$ cat src/rtl/song_pkg.sv
// Shared widths, end-of-song marker and state encoding for the song reader
// and its song ROM.
package song_pkg;

   localparam int NOTE_W    = 6;
   localparam int DUR_W     = 6;
   localparam int SONG_BITS = 2;
   localparam int IDX_BITS  = 5;
   localparam int ADDR_W    = SONG_BITS + IDX_BITS;
   localparam int WORD_W    = NOTE_W + DUR_W;

   localparam logic [DUR_W-1:0]    END_MARKER = '0;
   localparam logic [IDX_BITS-1:0] LAST_IDX   = '1;

   typedef enum logic [2:0] {
      S_IDLE,
      S_FETCH,
      S_WAIT_ROM,
      S_LOAD,
      S_WAIT_DONE,
      S_END
   } state_t;

endpackage

$ cat src/rtl/song_rom.sv
// Registered-output song ROM: address {song, index}, word {note, duration},
// one cycle of read latency. A duration of zero marks the end of a song.
module song_rom
   import song_pkg::*;
(
   input  logic              clk,
   input  logic [ADDR_W-1:0] addr,
   output logic [WORD_W-1:0] dout
);

   // Song 0: 4 notes, song 1: 3 notes, song 2: 3 notes, song 3: 32 notes, no marker.
   function automatic logic [WORD_W-1:0] rom_word(input logic [ADDR_W-1:0] a);
      logic [SONG_BITS-1:0] s;
      logic [IDX_BITS-1:0]  i;
      logic [NOTE_W-1:0]    n;
      logic [DUR_W-1:0]     d;
      s = a[ADDR_W-1:IDX_BITS];
      i = a[IDX_BITS-1:0];
      n = '0;
      d = END_MARKER;
      case (s)
         2'd0: if (i < IDX_BITS'(4)) begin
            n = NOTE_W'(i) + NOTE_W'(10);
            d = DUR_W'(i) + DUR_W'(4);
         end
         2'd1: if (i < IDX_BITS'(3)) begin
            n = NOTE_W'(i) + NOTE_W'(20);
            d = DUR_W'(i) + DUR_W'(12);
         end
         2'd2: if (i < IDX_BITS'(3)) begin
            n = NOTE_W'(i) + NOTE_W'(30);
            d = DUR_W'(i) + DUR_W'(5);
         end
         default: begin
            n = NOTE_W'(i) + NOTE_W'(1);
            d = DUR_W'(i) + DUR_W'(1);
         end
      endcase
      return {n, d};
   endfunction

   // NOTE: the ROM data register has no reset; the reader only consumes it
   // one cycle after presenting an address in FETCH.
   always_ff @(posedge clk) begin
      dout <= rom_word(addr);
   end

endmodule

$ cat src/rtl/song_reader.sv
// Steps through one song in the song ROM, handing each note to the note player
// and waiting for it to finish. Define SONG_READER_LOOP_EN to repeat songs forever.
module song_reader
   import song_pkg::*;
(
   input  logic                 clk,
   input  logic                 reset,
   input  logic                 play,
   input  logic                 new_song,
   input  logic [SONG_BITS-1:0] song,
   input  logic                 done_with_note,
   output logic [NOTE_W-1:0]    note_to_load,
   output logic [DUR_W-1:0]     duration_to_load,
   output logic                 load_new_note,
   output logic                 song_done,
   output logic                 busy
);

   state_t               state_q, state_d;
   logic [SONG_BITS-1:0] song_q, song_d;
   logic [IDX_BITS-1:0]  idx_q, idx_d;
   logic [NOTE_W-1:0]    note_q, note_d;
   logic [DUR_W-1:0]     dur_q, dur_d;

   logic [WORD_W-1:0]    rom_dout;
   logic [NOTE_W-1:0]    rom_note;
   logic [DUR_W-1:0]     rom_dur;

   song_rom u_rom (
      .clk  (clk),
      .addr ({song_q, idx_q}),
      .dout (rom_dout)
   );

   assign rom_note = rom_dout[WORD_W-1:DUR_W];
   assign rom_dur  = rom_dout[DUR_W-1:0];

   // NOTE: sequential state is updated only with non-blocking assignments so
   // every flop samples the pre-edge value of its neighbours.
   always_ff @(posedge clk) begin
      if (reset) begin
         state_q <= S_IDLE;
         song_q  <= '0;
         idx_q   <= '0;
         note_q  <= '0;
         dur_q   <= '0;
      end else begin
         state_q <= state_d;
         song_q  <= song_d;
         idx_q   <= idx_d;
         note_q  <= note_d;
         dur_q   <= dur_d;
      end
   end

   // NOTE: every next-state signal defaults to its current value before the
   // case statement, so no path leaves it unassigned and no latch is inferred.
   always_comb begin
      state_d = state_q;
      song_d  = song_q;
      idx_d   = idx_q;
      note_d  = note_q;
      dur_d   = dur_q;

      if (new_song) begin
         // Starting from IDLE and aborting a song in progress are the same move.
         song_d  = song;
         idx_d   = '0;
         state_d = S_FETCH;
      end else begin
         case (state_q)
            S_IDLE: ;
            S_FETCH:
               if (play) state_d = S_WAIT_ROM;
            S_WAIT_ROM:
               if (play) begin
                  if (rom_dur == END_MARKER) begin
                     state_d = S_END;
                  end else begin
                     note_d  = rom_note;
                     dur_d   = rom_dur;
                     state_d = S_LOAD;
                  end
               end
            S_LOAD:
               state_d = S_WAIT_DONE;
            S_WAIT_DONE:
               if (play && done_with_note) begin
                  if (idx_q == LAST_IDX) begin
                     state_d = S_END;
                  end else begin
                     idx_d   = idx_q + IDX_BITS'(1);
                     state_d = S_FETCH;
                  end
               end
            S_END: begin
`ifdef SONG_READER_LOOP_EN
               // A marker at index 0 is an empty song; looping it would spin forever.
               if (idx_q == '0) begin
                  state_d = S_IDLE;
               end else begin
                  idx_d   = '0;
                  state_d = S_FETCH;
               end
`else
               state_d = S_IDLE;
`endif
            end
            default:
               state_d = S_IDLE;
         endcase
      end
   end

   assign note_to_load     = note_q;
   assign duration_to_load = dur_q;
   assign load_new_note    = (state_q == S_LOAD);
   assign busy             = (state_q != S_IDLE);
`ifdef SONG_READER_LOOP_EN
   assign song_done        = (state_q == S_END) && (idx_q == '0);
`else
   assign song_done        = (state_q == S_END);
`endif

endmodule

$ cat config.mk
export PLATFORM = sky130hd
export DESIGN_NAME = song_reader
export DESIGN_NICKNAME = d
export VERILOG_FILES = /design/src/rtl/song_pkg.sv /design/src/rtl/song_rom.sv /design/src/rtl/song_reader.sv
export SDC_FILE = /design/constraint.sdc
export NUM_CORES = 1
export LEC_CHECK = 0
export CAP_MARGIN = 20
export CORE_ASPECT_RATIO = 0.9
export CORE_MARGIN = 1
export CORE_UTILIZATION = 26
export CTS_CLUSTER_SIZE = 16
export DETAILED_ROUTE_END_ITERATION = 16
export MAX_ROUTING_LAYER = met4
export PLACE_DENSITY = 0.52
export SLEW_MARGIN = 10
export SYNTH_ARGS = -nofsm -noshare
export SYNTH_HDL_FRONTEND = slang
export SYNTH_SLANG_ARGS = --single-unit
$ cat constraint.sdc
create_clock -name clk -period 2 [get_ports clk]
set_input_delay 0.3 -clock clk [delete_from_list [all_inputs] [get_ports clk]]
set_output_delay 0.3 -clock clk [all_outputs]
set_load 0.1 [all_outputs]
==> impl_metrics.csv, run 1 <==
group,metric,value,unit
synth,synthSimpleGateAreaFrac,18.7,%
synth,synthCells,184,
floorplanning,io_pins,22,
placement,dp.cells,293,
route,vias_per_cell,4.63,
synth,syn-num-nets,201,
synth,topCellsByArea,"dfxtp_1 40%, mux2i_1 9.3%, ha_1 7.3%",
synth,mux_area_share,10.6,%
finish,nNonClkInverters,7,
setup_path,path_class,"reg2reg",
min_path,hold_end,"note_to_load[4]",
grt,antenna_found_initial,0,
setup_path,crit_chain,"inv_1, ha_1, nand2_1, nand2_1, mux2_2, o221ai_1",
synth,synthXorXnorAreaFrac,4.08,%
sta,slew_headroom,61.3,%
setup_path,crit_top_cell,"nand2_1",
grt,busiest_layer,"met1",
setup_path,regToRegSetupSlack,190,ps
finish,layout_top_cells,"34 x dfxtp_1, 24 x nor2_1, 21 x buf_4",
clocking,cts_sinks,34,
grt,met1_usage,18.1,%
run_status,status,"complete, no violations",
placement,hpwl,2810,um
min_path,hold_class,"reg2reg",
floorplanning,fp_util,27.5,%
route,dr_total_vias,1389,
synth,syn_area,1720,um^2
floorplanning,num_rows,27,
grt,grt_pass1_wl,6560,um
sta,finalClockPeriodUsage,90.4,%
finish,largest_reg_flops,12,
clocking,root_buffer,"clkbuf_8",
synth,ys_sh_aoi,15.3,%
grt,grt_max_degree,16,
setup_path,cp.arrival,2000,ps
setup_path,rr_startpoint,"idx_q[2]",
power,intPower,1.14,mW
power,p_clk,0.647,mW
synth,yosysTopAreaCellShare,39.6,%
synth,synth_cell_type_count,46,
power,seq_power_share,48.0,%
finish,comb_share,44.0,%
synth,synth_area_per_cell,9.34,um^2
finish,final_common_cell,"dfxtp_1",
flow_run,cap_violations,0,
sta,timing.fmax,0.553,GHz
floorplanning,dieHeight,79.1,um
power,total_power,1.47,mW
clocking,clk_pin_slew_worst_paths,70,ps
synth,ys_chip_area,1720,um^2
route,firstDrtPassIters,4,
synth,ys_top_logic_family,"simple AND/OR/NAND/NOR gates",
sta,grt_setup_unrepaired,"no",
finish,seq_area,681,um^2
min_path,worstHoldPathCells,2,
setup_path,reg2reg_depth,6,
power,power.density,673,nW/um^2
finish,seq_share,31.1,%
grt,grt-ovfl-total,0,
route,met3_wirelength,154,um
setup_path,cpPeakStageDelay,470,ps
sta,hold_viol,0,
sta,setup_viol,0,
floorplanning,fp.dieArea,6940,um^2
route,initialDrtViolationCount,62,
### Track usage over the die, run 1

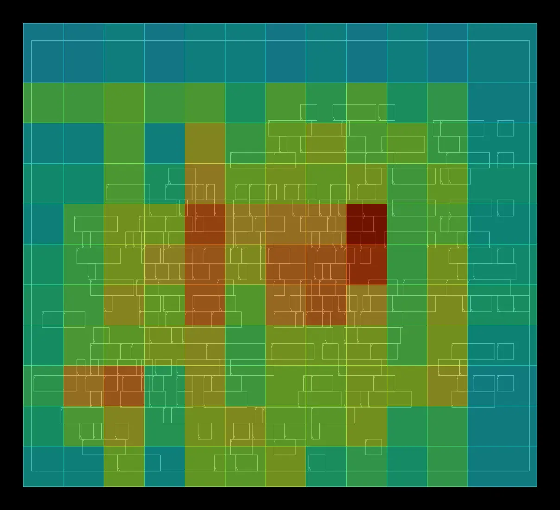
Total GRT Usage: 12.6%
post-layout util: 35.1%
GR Util met2: 16.7%
GR Util met3: 3.12%

### Clock wires, drivers and flops, run 1

(3 px per um)
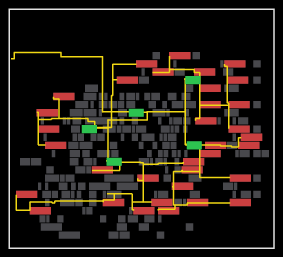
[red] flip-flops | count: 34
[yellow] clock wires | length: 493 um
[green] cells driving clock nets | count: 5
routed clock nets: 6
clock power share: 43.9%
clock latency on the worst-skew pair: 290 ps

### A small window of the routed layout, run 1

Window x 56 to 76, y 10 to 30 um. Cells in gray, sequential cells in the stronger gray; small squares are vias.
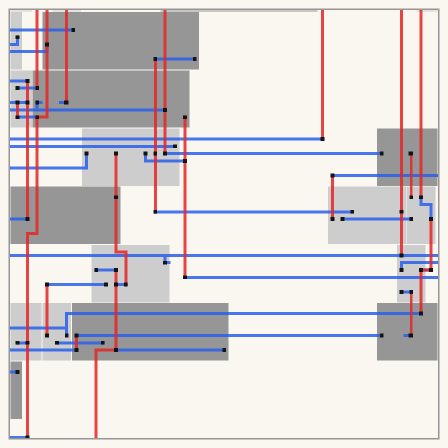
| color | layer |
|---|---|
| blue | met1 |
| red | met2 |
cells with their middle in the window: 11
netlist names of flops here include: `u_rom.dout` (3), `duration_to_load` (1)
most frequent: dfxtp_1 (4), nor2_1 (3), mux2i_1 (2)
sequential cells in the window: 4

### Routed metal, one color a layer, run 1

(4 px per um)
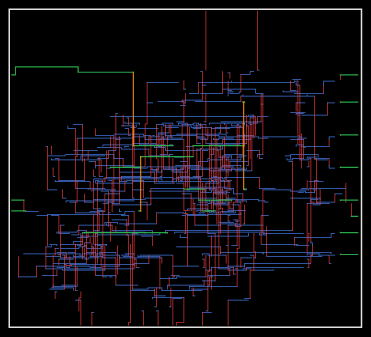

==> run 2, diff against run 1 <==
Settings changed: ABC_AREA from default to 1, PLACE_DENSITY 0.52 to 0.51.
### Routed metal, one color a layer, run 2

(4 px per um)
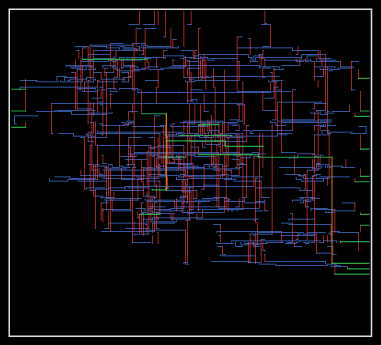
| color | layer | wire length |
|---|---|---|
| blue | met1 | 2180 um |
| red | met2 | 1590 um |
| orange | met4 | 45.6 um |
| green | met3 | 174 um |
DR vias: 1573
Avg WL per Cell: 10.7 um
Total GRT Usage: 12.3%
drt total wl: 3990 um

==> impl_metrics.csv, run 2 <==
group,metric,value,unit
grt,grt_use_met2,18.1,%
setup_path,critPathMaxFanout,9,
synth,ys_chip_area,1820,um^2
clocking,cts_sinks,34,
sta,holdWs,461,ps
floorplanning,fp.dieW,90.2,um
sta,timing.fmax,0.608,GHz
setup_path,crit_chain,"ha_1, nand2_1, inv_1, ha_1, nor2_1, nand2_2, o21ai_0, a21oi_1",
synth,seq_area_frac_synth,37.4,%
synth,synthCells,256,
sta,setup_slack,356,ps
setup_path,regToRegSetupSlack,360,ps
finish,seq_area,681,um^2
route,highest_layer,"met4",
floorplanning,core_area,6660,um^2
synth,ys_top_logic_family,"simple AND/OR/NAND/NOR gates",
clocking,cts_setup_buffers,0,
finish,buffer_area_share,10.2,%
synth,synthSimpleGateAreaFrac,34.8,%
setup_path,crit_family,"adder cells",
grt,antenna_found_initial,0,
clocking,clk_pin_slew_worst_paths,80,ps
route,drc,0,
route,met3_wirelength,174,um
finish,area_growth,21.6,%
power,p_clk,0.549,mW
power,seq_power_share,50.9,%
clocking,root_buffer,"clkbuf_8",
grt,grt-ovfl-total,0,
setup_path,crit_top_cell,"ha_1",
min_path,worstHoldPathCells,2,
sta,setup_viol,0,
finish,signal_buffers,23,
power,clockPowerShare,39.5,%
setup_path,crit_start,"idx_q[2]",
synth,synth_cell_type_count,30,
synth,synthXorXnorAreaFrac,2.89,%
clocking,cts_tree,"built",
flow_run,cap_violations,0,
clocking,cts-resized-gates,0,
placement,dp.cells,364,
synth,mux_area_share,0,%
route,firstDrtPassIters,4,
finish,seq_share,30.8,%
setup_path,reg2reg_depth,8,
synth,syn_area,1820,um^2
floorplanning,fp_util,27.3,%
floorplanning,num_rows,28,
floorplanning,io_pins,22,
clocking,cts_buffers,5,
finish,num-clock-buffers,6,
route,vias_per_cell,4.23,
setup_path,cp.arrival,1810,ps
grt,grt_pass1_wl,6870,um
sta,tns,0,ps
finish,largest_reg_flops,12,
min_path,hold_class,"reg2reg",
grt,met1_usage,16.0,%
synth,yosysTopAreaCellShare,37.4,%
grt,grt_pass1_vias,1456,
setup_path,rr_startpoint,"idx_q[2]",
clocking,insertion_delay,290,ps
placement,hpwl,2950,um
setup_path,critPathLaunchType,"flop",
sta,finalClockPeriodUsage,82.2,%
placement,port_buffers,21,
power,power.leakage,1.09,nW
setup_path,path_depth,8,
grt,grt_max_degree,25,
grt,busiest_layer,"met2",
finish,regMostFlops,"u_rom.dout",
synth,synth_area_per_cell,7.11,um^2
placement,place_area,2120,um^2
sta,period_minus_slack,1640,ps
synth,syn-num-nets,273,
sta,slew_headroom,71.6,%
synth,synth_flops,34,
grt,gr-usage-met3,3.56,%
power,comb-power,0.133,mW
setup_path,path_class,"reg2reg",
setup_path,cpPeakStageDelay,390,ps
clocking,h-tree-depth,2,
setup_path,cp.required,2170,ps
finish,nNonClkInverters,38,
synth,synth.largest_area_cell,"dfxtp_1",
setup_path,end_kind,"flop",
finish,layout_top_cells,"72 x nand2_1, 36 x nor2_1, 35 x inv_1",
power,pg_seq,0.707,mW
finish,final_common_cell,"nand2_1",
floorplanning,dieHeight,81.4,um
synth,async_flop_share,0,%
sta,clock_skew,4.11,ps
finish,comb_share,43.2,%
synth,synth_top_cell_by_count,"nand2_1",
synth,topCellsByArea,"dfxtp_1 37%, nand2_1 15%, nor2_1 7.4%",
power,total_power,1.39,mW
power,intPower,1.02,mW
finish,fin_nets,298,
sta,hold_viol,0,
sta,grt_setup_unrepaired,"no",
finish,diodes,0,
run_status,status,"complete, no violations",
sta,worstMarginPinSlew,426,ps
route,initialDrtViolationCount,69,
clocking,clockBufferDepth,2,
finish,final_util,33.2,%
synth,ys_sh_aoi,7.91,%
floorplanning,fp.dieArea,7340,um^2
power,power.density,628,nW/um^2
min_path,hold_end,"note_to_load[0]",
### Sequential cells colored by netlist name, run 2

(4 px per um)
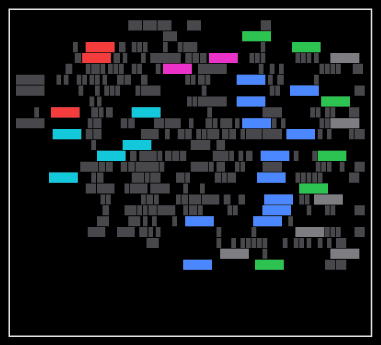

==> run 3, diff against run 2 <==
Clock period 2 ns to 1.6 ns, I/O delays scaled along.
### Sequential cells colored by netlist name, run 3

(4 px per um)
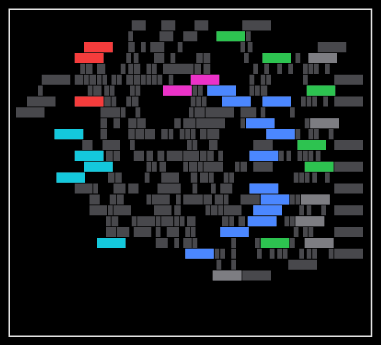
| color | netlist name | placed flops |
|---|---|---|
| green | `duration_to_load` | 6 |
| red | `state_q` | 3 |
| cyan | `idx_q` | 5 |
| magenta | `song_q` | 2 |
| blue | `u_rom.dout` | 12 |
not colored: 6
post-layout util: 36.2%
Seq/total area: 28.3%
Reg area: 681 um^2
Seq power: 0.885 mW

==> impl_metrics.csv, run 3 <==
group,metric,value,unit
synth,syn_area,1820,um^2
power,power.density,709,nW/um^2
route,met3_wirelength,156,um
power,p_clk,0.655,mW
sta,timing.fmax,0.668,GHz
grt,grt_max_degree,25,
clocking,root_buffer,"clkbuf_8",
finish,fin_nets,303,
clocking,cts_buffers,5,
grt,grt_pass1_vias,1326,
route,highest_layer,"met4",
route,firstDrtPassIters,4,
finish,regMostFlops,"u_rom.dout",
route,drc,0,
finish,nNonClkInverters,38,
synth,seq_area_frac_synth,37.4,%
min_path,worstHoldPathCells,2,
clocking,cts_tree,"built",
grt,busiest_layer,"met2",
flow_run,cap_violations,0,
synth,async_flop_share,0,%
setup_path,critPathMaxFanout,9,
clocking,cts-resized-gates,0,
finish,final_common_cell,"nand2_1",
grt,grt_usage,11.1,%
clocking,clk_pin_slew_worst_paths,70,ps
power,total_power,1.71,mW
synth,ys_top_logic_family,"simple AND/OR/NAND/NOR gates",
grt,gr-usage-met3,3.65,%
sta,period_minus_slack,1500,ps
sta,tns,0,ps
finish,layout_top_cells,"71 x nand2_1, 35 x inv_1, 34 x nor2_1, 34 x dfxtp_1, 15 x buf_12",
finish,comb_share,40.0,%
sta,holdWs,453,ps
synth,syn-num-nets,273,
sta,worstMarginPinSlew,419,ps
sta,clock_skew,5.80,ps
synth,synth_area_per_cell,7.11,um^2
synth,synth_flops,34,
route,wl_per_cell,9.67,um
clocking,cts_setup_buffers,0,
finish,num-clock-buffers,6,
clocking,clockBufferDepth,2,
finish,diodes,0,
sta,setup_viol,0,
floorplanning,fp.dieW,90.2,um
synth,ys_chip_area,1820,um^2
floorplanning,io_pins,22,
run_status,status,"complete, no violations",
setup_path,rr_startpoint,"idx_q[0]",
route,vias_per_cell,4.10,
finish,largest_reg_flops,12,
setup_path,reg2reg_depth,8,
min_path,hold_class,"reg2reg",
synth,synthXorXnorAreaFrac,2.89,%
setup_path,cp.required,1770,ps
sta,grt_setup_unrepaired,"no",
grt,antenna_found_initial,0,
synth,synth.largest_area_cell,"dfxtp_1",
power,comb-power,0.168,mW
setup_path,path_class,"reg2reg",
power,intPower,1.28,mW
grt,grt-ovfl-total,0,
synth,synthSimpleGateAreaFrac,34.8,%
grt,grt_use_met2,16.5,%
setup_path,cp.arrival,1660,ps
setup_path,end_kind,"flop",
sta,setup_slack,104,ps
synth,ys_sh_aoi,7.91,%
sta,slew_headroom,72.1,%
placement,port_buffers,21,
synth,topCellsByArea,"dfxtp_1 37%, nand2_1 15%, nor2_1 7.4%",
grt,met1_usage,14.5,%
placement,hpwl,2870,um
route,dr_total_vias,1546,
Power is estimated from default activity; no workload was simulated.
